==> src/rtl/wb_dma_defs.sv <==
// Shared definitions for the Wishbone word-copy DMA engine:
// FSM state encodings, default abort timeout and address stride.
package wb_dma_defs;

    typedef enum logic [2:0] {
        S_IDLE,
        S_READ,
        S_RGAP,
        S_WRITE,
        S_STEP,
        S_DONE
    } state_t;

    localparam int          DEF_TIMEOUT = 255;
    localparam logic [31:0] WORD_STRIDE = 32'd4;

endpackage

==> src/rtl/wb_dma_copy.sv <==
// Wishbone classic master that copies len words from src to dst,
// one read/write pair per word, aborting on a stalled slave.
module wb_dma_copy
    import wb_dma_defs::*;
#(
    parameter int TIMEOUT = DEF_TIMEOUT
) (
    input  logic        clk_i,
    input  logic        rst_i,
    input  logic        start_i,
    input  logic [31:0] src_i,
    input  logic [31:0] dst_i,
    input  logic [11:0] len_i,
    output logic        busy_o,
    output logic        done_o,
    output logic        err_o,
    output logic [11:0] count_o,
    output logic [31:0] wb_adr_o,
    output logic [31:0] wb_dat_o,
    output logic [3:0]  wb_sel_o,
    output logic        wb_stb_o,
    output logic        wb_cyc_o,
    output logic        wb_we_o,
    input  logic [31:0] wb_dat_i,
    input  logic        wb_ack_i
);

    localparam int          TW   = $clog2(TIMEOUT + 1);
    localparam logic [TW-1:0] TMAX = TW'(TIMEOUT - 1);

    state_t        state;
    logic [31:0]   src_q;
    logic [31:0]   dst_q;
    logic [11:0]   len_q;
    logic [31:0]   data_q;
    logic [11:0]   count_q;
    logic          err_q;
    logic [TW-1:0] tmo_q;
    logic [31:0]   offset;

    assign offset = WORD_STRIDE * {20'd0, count_q};

    // Bus outputs decode from the state register only, so an async
    // reset into IDLE drops cyc/stb without waiting for a clock edge.
    always_comb begin
        wb_cyc_o = 1'b0;
        wb_stb_o = 1'b0;
        wb_we_o  = 1'b0;
        wb_adr_o = 32'd0;
        wb_dat_o = 32'd0;
        unique case (state)
            S_READ: begin
                wb_cyc_o = 1'b1;
                wb_stb_o = 1'b1;
                wb_adr_o = src_q + offset;
            end
            S_WRITE: begin
                wb_cyc_o = 1'b1;
                wb_stb_o = 1'b1;
                wb_we_o  = 1'b1;
                wb_adr_o = dst_q + offset;
                wb_dat_o = data_q;
            end
            S_RGAP, S_STEP: wb_cyc_o = 1'b1;
            default: ;
        endcase
    end

    assign wb_sel_o = wb_stb_o ? 4'hF : 4'h0;
    assign busy_o   = (state != S_IDLE);
    assign done_o   = (state == S_DONE);
    assign err_o    = err_q;
    assign count_o  = count_q;

    always_ff @(posedge clk_i or negedge rst_i) begin
        if (!rst_i) begin
            state   <= S_IDLE;
            src_q   <= '0;
            dst_q   <= '0;
            len_q   <= '0;
            data_q  <= '0;
            count_q <= '0;
            err_q   <= 1'b0;
            tmo_q   <= '0;
        end else begin
            unique case (state)
                S_IDLE: begin
                    if (start_i) begin
                        src_q   <= src_i;
                        dst_q   <= dst_i;
                        len_q   <= len_i;
                        count_q <= '0;
                        err_q   <= 1'b0;
                        tmo_q   <= '0;
                        state   <= (len_i == 12'd0) ? S_DONE : S_READ;
                    end
                end
                S_READ: begin
                    if (wb_ack_i) begin
                        data_q <= wb_dat_i;
                        tmo_q  <= '0;
                        state  <= S_RGAP;
                    end else if (tmo_q == TMAX) begin
                        err_q <= 1'b1;
                        tmo_q <= '0;
                        state <= S_DONE;
                    end else begin
                        tmo_q <= tmo_q + 1'b1;
                    end
                end
                S_RGAP: state <= S_WRITE;
                S_WRITE: begin
                    if (wb_ack_i) begin
                        tmo_q <= '0;
                        state <= S_STEP;
                    end else if (tmo_q == TMAX) begin
                        err_q <= 1'b1;
                        tmo_q <= '0;
                        state <= S_DONE;
                    end else begin
                        tmo_q <= tmo_q + 1'b1;
                    end
                end
                S_STEP: begin
                    count_q <= count_q + 12'd1;
                    state   <= ((count_q + 12'd1) < len_q) ? S_READ : S_DONE;
                end
                S_DONE: state <= S_IDLE;
                default: state <= S_IDLE;
            endcase
        end
    end

endmodule

==> config.mk <==
export PLATFORM = sky130hd
export DESIGN_NAME = wb_dma_copy
export DESIGN_NICKNAME = d
export VERILOG_FILES = /design/src/rtl/wb_dma_defs.sv /design/src/rtl/wb_dma_copy.sv
export SDC_FILE = /design/constraint.sdc
export NUM_CORES = 1
export LEC_CHECK = 0
export ABC_AREA = 1
export CORE_ASPECT_RATIO = 0.8
export CORE_MARGIN = 4
export CORE_UTILIZATION = 33
export CTS_CLUSTER_DIAMETER = 100
export DETAILED_ROUTE_END_ITERATION = 12
export SLEW_MARGIN = 10
export SYNTH_ARGS = -nofsm -noshare
export SYNTH_HDL_FRONTEND = slang
export SYNTH_SLANG_ARGS = --single-unit
==> constraint.sdc <==
create_clock -name clk_i -period 3.4 [get_ports clk_i]
set_input_delay 0.34 -clock clk_i [delete_from_list [all_inputs] [get_ports clk_i]]
set_output_delay 0.34 -clock clk_i [all_outputs]
set_load 0.1 [all_outputs]
### The metal 4 layer

Drawn at 3 px/um. Supply wires on this layer in gray.
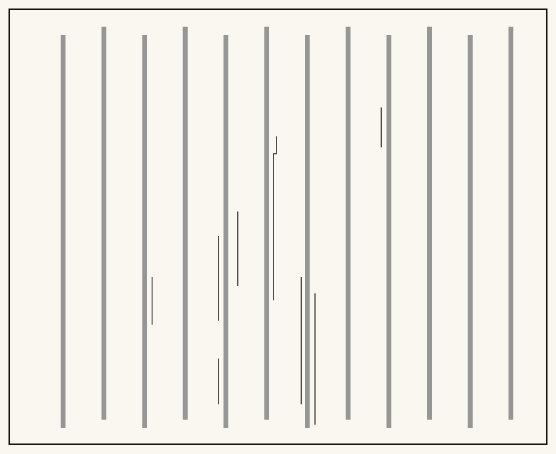
main direction	vertical
nets with wire on the layer	6
share of all routed wire	1.0%
wire length on this layer	237 um

==> reports/metrics.csv <==
metric,value,unit
path_depth,16,
buf_share,21.9,%
synth_cells,1078,
wl_met2,9.86,mm
drcViolationCount,0,
cts_setup_buffers,3,
synth-xor-area-share,1.03,%
cts_resized,12,
num-nonclk-inverters,172,
fp.dieH,145,um
coreArea,22700,um2
hold_slack,-0.0311,ns
met2_usage,26.0,%
period_minus_slack,3.30,ns
core_util_floorplan,33.9,%
ff_count,132,
timing.rr.end,state[2],
ys.warnings.count,0,
vias_per_cell,4.62,
slew_violations,0,
topCombFamilyByArea,simple AND/OR/NAND/NOR gates,
grt_overflow,0,
slowest_stage,dfrtp_2,
dr.pass1.iters,5,
max_stage_delay,0.42,ns
comb_share,34.2,%
htreeDepth,4,
top_cell_area_share,43.0,%
die_area,25800,um2
hold_viol,14,
top_regs,"data_q: 32 flops, dst_q: 32 flops, src_q: 32 flops",
r2r_start,count_o[1],
port_buffers,197,
setup_tns,0,ns
crit_path_cell_trace,"clkinv_4, nand3_4, nand2_1, o21ai_1, ha_2, fa_2, nand3_2, nand3_2, nand3_1, nand3_2, nand3_4, clkinv_1, nand3_1, nand2_1, nor2_4, buf_12",
clkLatencyLatePin,0.42,ns
cpMostUsedCell,nand3_2,
critPathMaxFanout,8,
cts.path.max_buffers,2,
flop_area,3310,um2
r2r_slack,0.73,ns
wl,23.2,mm
maxCapViolations,0,
violations,negative hold slack,
ys_ff,132,
critPathTopFamily,simple AND/OR/NAND/NOR gates,
fin_skew,0.00987,ns
fill_cells,2226,
setup_ws,0.102,ns
r2r_cells,15,
clk_pin_slew,0.06,ns
place_ws,0.118,ns
drive_above_1_share,18.8,%
synthFlopType,dfrtp_1,
top_area_cell,dfrtp_1,
required,3.06,ns
area_dominant_class,multi-input combinational cells,
wl_per_cell,14.4,um
n_all_buffers,228,
root_buffer,clkbuf_16,
warning_count,30,
status,"finished, violations left",
clock_buffers,17,
clock_cell_area_share,5.23,%
finalSetupViolCount,0,
hp-class,in -> async,
syn2layout_area_growth,45.9,%
grt_pass1_wl,36.4,mm
ys_cells,1078,
fin_crit_sh,97.0,%
critical_path.startpoint_type,flop,
dp.cells,1552,
synth_nets,1218,
fmax,0.303,GHz
dr_wl_met3,1.90,mm
syn-cell-area,7690,um2
yosysChipArea,7690,um2
end_kind,output port,
lay_top_cells,"nand2_1 (284), inv_1 (162), dfrtp_1 (129), clkdlybuf4s50_1 (123), nor2_1 (111)",
### Routing congestion map

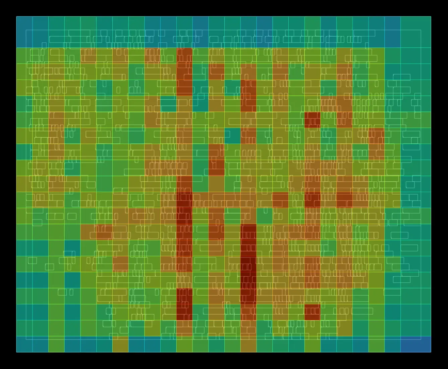
GR Layer Usage met1: 25.8%
grt peak-use layer: met2
GRT Total Usage: 17.8%

